### config.mk
export PLATFORM = sky130hd
export DESIGN_NAME = alu_control_mc
export DESIGN_NICKNAME = d
export VERILOG_FILES = /design/src/rtl/alu_pkg.sv /design/src/rtl/alu_funct_dec.sv /design/src/rtl/alu_control_mc.sv
export SDC_FILE = /design/constraint.sdc
export NUM_CORES = 1
export LEC_CHECK = 0
export CORE_MARGIN = 5
export CORE_UTILIZATION = 53
export CTS_CLUSTER_DIAMETER = 50
export DETAILED_ROUTE_END_ITERATION = 6
export PLACE_DENSITY = 0.85
export SLEW_MARGIN = 30
export SYNTH_ARGS = -nofsm -noshare
export SYNTH_HDL_FRONTEND = slang
export SYNTH_HIERARCHICAL = 1
export SYNTH_SLANG_ARGS = --single-unit
### constraint.sdc
create_clock -name clk -period 2.7 [get_ports clk]
set_input_delay 0.27 -clock clk [delete_from_list [all_inputs] [get_ports clk]]
set_output_delay 0.27 -clock clk [all_outputs]
set_load 0.05 [all_outputs]
### src/rtl/alu_pkg.sv
`default_nettype none
// ============================================================================
// Module  : alu_pkg
// Brief   : Shared encodings for the multi-cycle ALU control unit.
// Rev     : 1.0  initial release
// ============================================================================
package alu_pkg;

  // ALU operation codes
  localparam logic [3:0] ALU_AND  = 4'b0000;
  localparam logic [3:0] ALU_OR   = 4'b0001;
  localparam logic [3:0] ALU_ADD  = 4'b0010;
  localparam logic [3:0] ALU_XOR  = 4'b0011;
  localparam logic [3:0] ALU_SUB  = 4'b0110;
  localparam logic [3:0] ALU_SLT  = 4'b0111;
  localparam logic [3:0] ALU_SLTU = 4'b1000;
  localparam logic [3:0] ALU_SLL  = 4'b1001;
  localparam logic [3:0] ALU_SRL  = 4'b1010;
  localparam logic [3:0] ALU_SRA  = 4'b1011;
  localparam logic [3:0] ALU_NOR  = 4'b1100;

  // ALUOp from main control
  localparam logic [2:0] AOP_ADD   = 3'b000;
  localparam logic [2:0] AOP_SUB   = 3'b001;
  localparam logic [2:0] AOP_FUNCT = 3'b010;
  localparam logic [2:0] AOP_AND   = 3'b011;
  localparam logic [2:0] AOP_OR    = 3'b100;
  localparam logic [2:0] AOP_SLT   = 3'b101;
  localparam logic [2:0] AOP_XOR   = 3'b110;
  localparam logic [2:0] AOP_SLTU  = 3'b111;

  // R-type funct fields
  localparam logic [5:0] F_SLL   = 6'b000000;
  localparam logic [5:0] F_SRL   = 6'b000010;
  localparam logic [5:0] F_SRA   = 6'b000011;
  localparam logic [5:0] F_MULT  = 6'b011000;
  localparam logic [5:0] F_MULTU = 6'b011001;
  localparam logic [5:0] F_DIV   = 6'b011010;
  localparam logic [5:0] F_DIVU  = 6'b011011;
  localparam logic [5:0] F_ADD   = 6'b100000;
  localparam logic [5:0] F_ADDU  = 6'b100001;
  localparam logic [5:0] F_SUB   = 6'b100010;
  localparam logic [5:0] F_SUBU  = 6'b100011;
  localparam logic [5:0] F_AND   = 6'b100100;
  localparam logic [5:0] F_OR    = 6'b100101;
  localparam logic [5:0] F_XOR   = 6'b100110;
  localparam logic [5:0] F_NOR   = 6'b100111;
  localparam logic [5:0] F_SLT   = 6'b101010;
  localparam logic [5:0] F_SLTU  = 6'b101011;

  // mul/div operation select
  localparam logic [1:0] MD_MULT  = 2'b00;
  localparam logic [1:0] MD_MULTU = 2'b01;
  localparam logic [1:0] MD_DIV   = 2'b10;
  localparam logic [1:0] MD_DIVU  = 2'b11;

  // mul/div sequencer states
  localparam logic [1:0] ST_IDLE    = 2'd0;
  localparam logic [1:0] ST_MD_RUN  = 2'd1;
  localparam logic [1:0] ST_MD_DONE = 2'd2;

endpackage
`default_nettype wire

### src/rtl/alu_funct_dec.sv
`default_nettype none
// ============================================================================
// Module  : alu_funct_dec
// Brief   : Combinational ALUOp/funct decode to ALU code and mul/div select.
// Rev     : 1.0  initial release
// ============================================================================
module alu_funct_dec
  import alu_pkg::*;
#(
  parameter int FUNCT_W = 6,
  parameter int CTRL_W  = 4
) (
  input  logic [2:0]         alu_op_i,
  input  logic [FUNCT_W-1:0] funct_i,
  output logic [CTRL_W-1:0]  alu_ctrl_o,
  output logic               is_md_o,
  output logic [1:0]         md_op_o,
  output logic               illegal_o
);

  logic [3:0] code;

  always_comb begin
    code      = ALU_ADD;
    is_md_o   = 1'b0;
    md_op_o   = MD_MULT;
    illegal_o = 1'b0;
    case (alu_op_i)
      AOP_ADD:  code = ALU_ADD;
      AOP_SUB:  code = ALU_SUB;
      AOP_AND:  code = ALU_AND;
      AOP_OR:   code = ALU_OR;
      AOP_SLT:  code = ALU_SLT;
      AOP_XOR:  code = ALU_XOR;
      AOP_SLTU: code = ALU_SLTU;
      AOP_FUNCT: begin
        case (funct_i)
          FUNCT_W'(F_ADD), FUNCT_W'(F_ADDU): code = ALU_ADD;
          FUNCT_W'(F_SUB), FUNCT_W'(F_SUBU): code = ALU_SUB;
          FUNCT_W'(F_AND):  code = ALU_AND;
          FUNCT_W'(F_OR):   code = ALU_OR;
          FUNCT_W'(F_XOR):  code = ALU_XOR;
          FUNCT_W'(F_NOR):  code = ALU_NOR;
          FUNCT_W'(F_SLT):  code = ALU_SLT;
          FUNCT_W'(F_SLTU): code = ALU_SLTU;
          FUNCT_W'(F_SLL):  code = ALU_SLL;
          FUNCT_W'(F_SRL):  code = ALU_SRL;
          FUNCT_W'(F_SRA):  code = ALU_SRA;
          // mul/div keep the ALU on ADD; the result lands in HI/LO instead
          FUNCT_W'(F_MULT):  begin is_md_o = 1'b1; md_op_o = MD_MULT;  end
          FUNCT_W'(F_MULTU): begin is_md_o = 1'b1; md_op_o = MD_MULTU; end
          FUNCT_W'(F_DIV):   begin is_md_o = 1'b1; md_op_o = MD_DIV;   end
          FUNCT_W'(F_DIVU):  begin is_md_o = 1'b1; md_op_o = MD_DIVU;  end
          default: illegal_o = 1'b1;
        endcase
      end
      default: code = ALU_ADD;
    endcase
  end

  assign alu_ctrl_o = CTRL_W'(code);

endmodule
`default_nettype wire

### src/rtl/alu_control_mc.sv
`default_nettype none
// ============================================================================
// Module  : alu_control_mc
// Brief   : Registered ALU control with valid/ready and a mul/div busy FSM.
// Rev     : 1.0  initial release
// ============================================================================
module alu_control_mc
  import alu_pkg::*;
#(
  parameter int FUNCT_W = 6,
  parameter int CTRL_W  = 4,
  parameter int MUL_LAT = 4,
  parameter int DIV_LAT = 32,
  parameter int CNT_W   = 6
) (
  input  logic               clk,
  input  logic               rst_n,
  input  logic               in_valid,
  output logic               in_ready,
  input  logic [2:0]         alu_op,
  input  logic [FUNCT_W-1:0] funct,
  input  logic               flush,
  output logic               out_valid,
  input  logic               out_ready,
  output logic [CTRL_W-1:0]  alu_ctrl,
  output logic               md_start,
  output logic [1:0]         md_op,
  output logic               md_busy,
  output logic               hilo_we,
  output logic               illegal
);

  localparam logic [CNT_W-1:0] MUL_CNT = CNT_W'(MUL_LAT - 1);
  localparam logic [CNT_W-1:0] DIV_CNT = CNT_W'(DIV_LAT - 1);

  logic [1:0]        state_q, state_d;
  logic [CNT_W-1:0]  cnt_q, cnt_d;
  logic              out_valid_q, out_valid_d;
  logic [CTRL_W-1:0] alu_ctrl_q, alu_ctrl_d;
  logic              illegal_q, illegal_d;
  logic              md_start_q, md_start_d;
  logic [1:0]        md_op_q, md_op_d;

  logic [CTRL_W-1:0] dec_ctrl;
  logic              dec_is_md;
  logic [1:0]        dec_md_op;
  logic              dec_illegal;
  logic              accept;

  alu_funct_dec #(
    .FUNCT_W (FUNCT_W),
    .CTRL_W  (CTRL_W)
  ) u_dec (
    .alu_op_i   (alu_op),
    .funct_i    (funct),
    .alu_ctrl_o (dec_ctrl),
    .is_md_o    (dec_is_md),
    .md_op_o    (dec_md_op),
    .illegal_o  (dec_illegal)
  );

  assign accept = in_valid && in_ready && !flush;

  // State register
  always_ff @(posedge clk or negedge rst_n) begin
    if (!rst_n) begin
      state_q <= ST_IDLE;
      cnt_q   <= '0;
    end else begin
      state_q <= state_d;
      cnt_q   <= cnt_d;
    end
  end

  // Next-state logic
  always_comb begin
    state_d = state_q;
    cnt_d   = cnt_q;
    if (flush) begin
      state_d = ST_IDLE;
      cnt_d   = '0;
    end else begin
      case (state_q)
        ST_IDLE: begin
          if (accept && dec_is_md) begin
            state_d = ST_MD_RUN;
            cnt_d   = dec_md_op[1] ? DIV_CNT : MUL_CNT;
          end
        end
        ST_MD_RUN: begin
          if (cnt_q == '0) state_d = ST_MD_DONE;
          else             cnt_d   = cnt_q - 1'b1;
        end
        ST_MD_DONE: state_d = ST_IDLE;
        default:    state_d = ST_IDLE;
      endcase
    end
  end

  // Output holding register
  always_comb begin
    out_valid_d = out_valid_q;
    alu_ctrl_d  = alu_ctrl_q;
    illegal_d   = illegal_q;
    md_start_d  = 1'b0;
    md_op_d     = md_op_q;
    if (flush) begin
      out_valid_d = 1'b0;
    end else if (accept) begin
      out_valid_d = 1'b1;
      alu_ctrl_d  = dec_ctrl;
      illegal_d   = dec_illegal;
      md_start_d  = dec_is_md;
      if (dec_is_md) md_op_d = dec_md_op;
    end else if (out_ready) begin
      out_valid_d = 1'b0;
    end
  end

  always_ff @(posedge clk or negedge rst_n) begin
    if (!rst_n) begin
      out_valid_q <= 1'b0;
      alu_ctrl_q  <= CTRL_W'(ALU_ADD);
      illegal_q   <= 1'b0;
      md_start_q  <= 1'b0;
      md_op_q     <= MD_MULT;
    end else begin
      out_valid_q <= out_valid_d;
      alu_ctrl_q  <= alu_ctrl_d;
      illegal_q   <= illegal_d;
      md_start_q  <= md_start_d;
      md_op_q     <= md_op_d;
    end
  end

  // Output logic; a flush landing on MD_DONE suppresses the HI/LO write
  always_comb begin
    in_ready  = (state_q == ST_IDLE) && (!out_valid_q || out_ready);
    md_busy   = (state_q != ST_IDLE);
    hilo_we   = (state_q == ST_MD_DONE) && !flush;
    out_valid = out_valid_q;
    alu_ctrl  = alu_ctrl_q;
    illegal   = illegal_q && out_valid_q;
    md_start  = md_start_q;
    md_op     = md_op_q;
  end

endmodule
`default_nettype wire

wire_density.png
11 x 11 tiles, from dark blue (low) to red (high), scaled to the fullest tile. Values are wire area over tile area, all layers added.
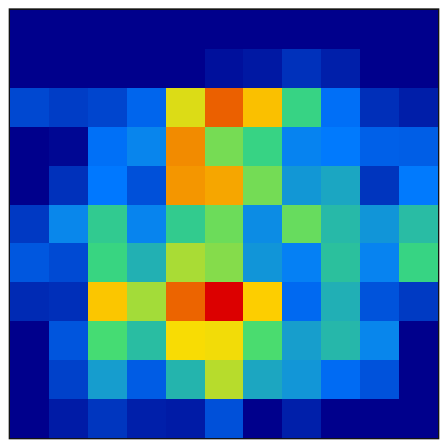
densest ninth of the die: middle
nearly empty tiles: 25%
tiles over half the peak: 18%
fullest tile: 0.46
mean over tiles: 0.12
gr usage total: 0.172
Vias: 1001
DRT Wirelength: 2480 um
mean routed wirelength per cell: 14.1 um

registers.png
Bar = 20 um. Other sequential cells in the stronger gray, the rest of the logic in the fainter gray.
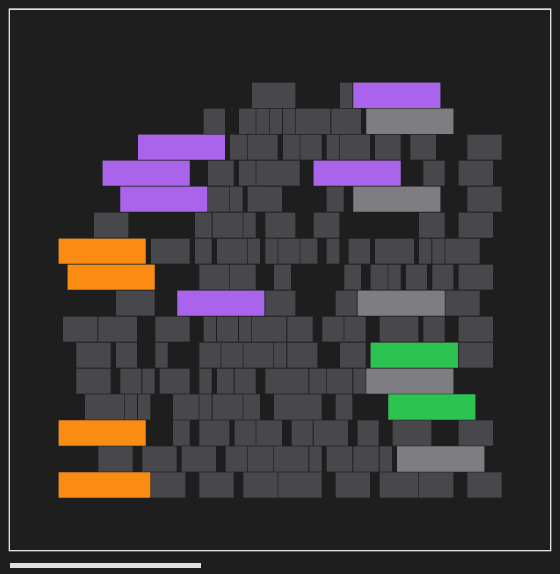
legend:
  cnt_q:
    color: purple
    flops: 6
  alu_ctrl:
    color: orange
    flops: 4
  md_op:
    color: green
    flops: 2
P_seq: 0.279 mW
final core occ: 0.710
flop share of the area: 0.297
register area: 427 um2

drive_strength.png
Bar = 20 um.
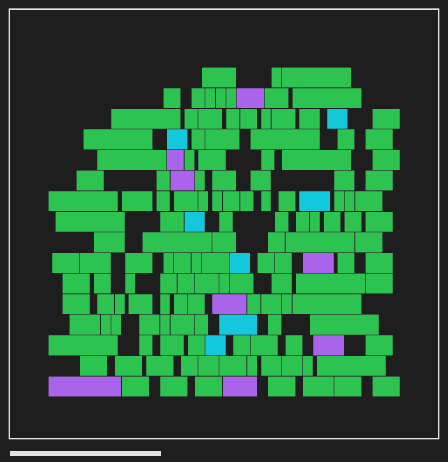
legend:
  drive 2:
    color: purple
    cells: 8
  drive 1 or less:
    color: green
    cells: 134
  drive 3 to 4:
    color: cyan
    cells: 7

## routing by layer
metal,vias to the layer above,part of all wire
li1,499,-
met1,469,0.46
met2,31,0.48
met3,2,0.058
met4,0,0.0052
met5,-,0
## cell usage in the layout, fill, tap and decap left out, types with 2 or more instances in the layout
cell type / count
a211oi_1: 4
a21oi_1: 7
a311oi_1: 2
and2_1: 6
buf_4: 2
clkbuf_4: 3
clkdlybuf4s50_1: 25
dfrtp_1: 16
ha_1: 2
inv_1: 9
mux2_1: 5
mux2_2: 2
mux2i_1: 2
nand2_1: 9
nand2b_1: 5
nand4_1: 3
nor2_1: 6
nor3_1: 4
nor3b_1: 2
nor4_2: 2
nor4b_1: 2
o21ai_0: 3
o22ai_1: 2
or3_1: 2
xor2_1: 2
## cell families (layout without fill, tap and decap cells)
| kind of cell | count (synthesis) | count (layout) | share of synthesized area |
|---|---|---|---|
| AND-OR/OR-AND | 28 | 28 | 0.168 |
| XOR/XNOR | 3 | 3 | 0.0229 |
| adder cells (fa/ha/maj) | 2 | 2 | 0.0218 |
| buffers and inverters | 15 | 40 | 0.0622 |
| flip-flops | 17 | 17 | 0.372 |
| multiplexers | 9 | 9 | 0.0861 |
| AND/OR/NAND/NOR | 50 | 50 | 0.267 |
## registers in the layout, summed over array words and instances, names as in the netlist
register and flops:
alu_ctrl 4, md_op 2, illegal_q 1, state_q 2, out_valid 1, cnt_q 6, md_start 1
## power groups by stage
| stage | clock, mW | sequential (mW) | combinational [mW] |
|---|---|---|---|
| detailed placement | 0 | 0.285 | 0.165 |
| finish | 0.133 | 0.279 | 0.165 |
| CTS | 0.137 | 0.280 | 0.166 |
| floorplan | 0 | 0.322 | 0.0647 |
| global placement | 0 | 0.283 | 0.161 |
| global route | 0.148 | 0.282 | 0.177 |
==> flow_summary.ini <==
; generated from flow reports
[placement]
hpwl_um = 1970
dpl_cell_area_um2 = 1410
place_ws_ns = 0.373
port_buffers = 25

[sta]
fin_crit_ns = 2.18
max_slew_margin = 0.500
finalHoldViolCount = 0
clock_skew_ns = 0.00635
finalCritPeriodShare = 0.808

[pwr]
p_sw_mw = 0.184
p_leak_nw = 0.625
p_comb_frac = 0.285
powerDensity_nw_per_um2 = 402

[yosys]
avgSynthCellArea_um2 = 9.25
ys_cells = 124
common_cells = dfrtp_1 (16), inv_1 (9), nand2_1 (9)
top_cell = dfrtp_1
synth-edff-count = 0
async_flop_share = 1.00
top_area_cell = dfrtp_1

[worst_setup_path]
crit_end = hilo_we
critPathBufInv = 2
crit_chain = clkdlybuf4s50_1, nor3b_1, clkdlybuf4s50_1
r2r-end = cnt_q[2]
cpLargestDelayFamily = buffers and inverters
cp_data_arrival_time_ns = 1.91
start_kind = primary input
cp.depth = 3

[final_layout]
sh_comb_area = 0.452
drive_gt1_frac = 0.101
ff_count = 17
nNetsFinal = 166
n_all_inverters = 9
nonClkBufAreaFrac = 0.185
combGateArea_um2 = 649

[clock_tree]
cts_tree = done
clock.latency.late_pin_ns = 0.28
postCtsSetupBuffers = 0
cts_sinks = 17
root_buffer = clkbuf_4

[die]
die_area_um2 = 3200
coreArea_um2 = 2020

[drt]
drtIter0Drc = 42
ant_nets = 0

[grt]
grt_overflow_total = 0
antenna_found_initial = 0

[outcome]
outcome = completed
Power and IR drop assume default switching activity.
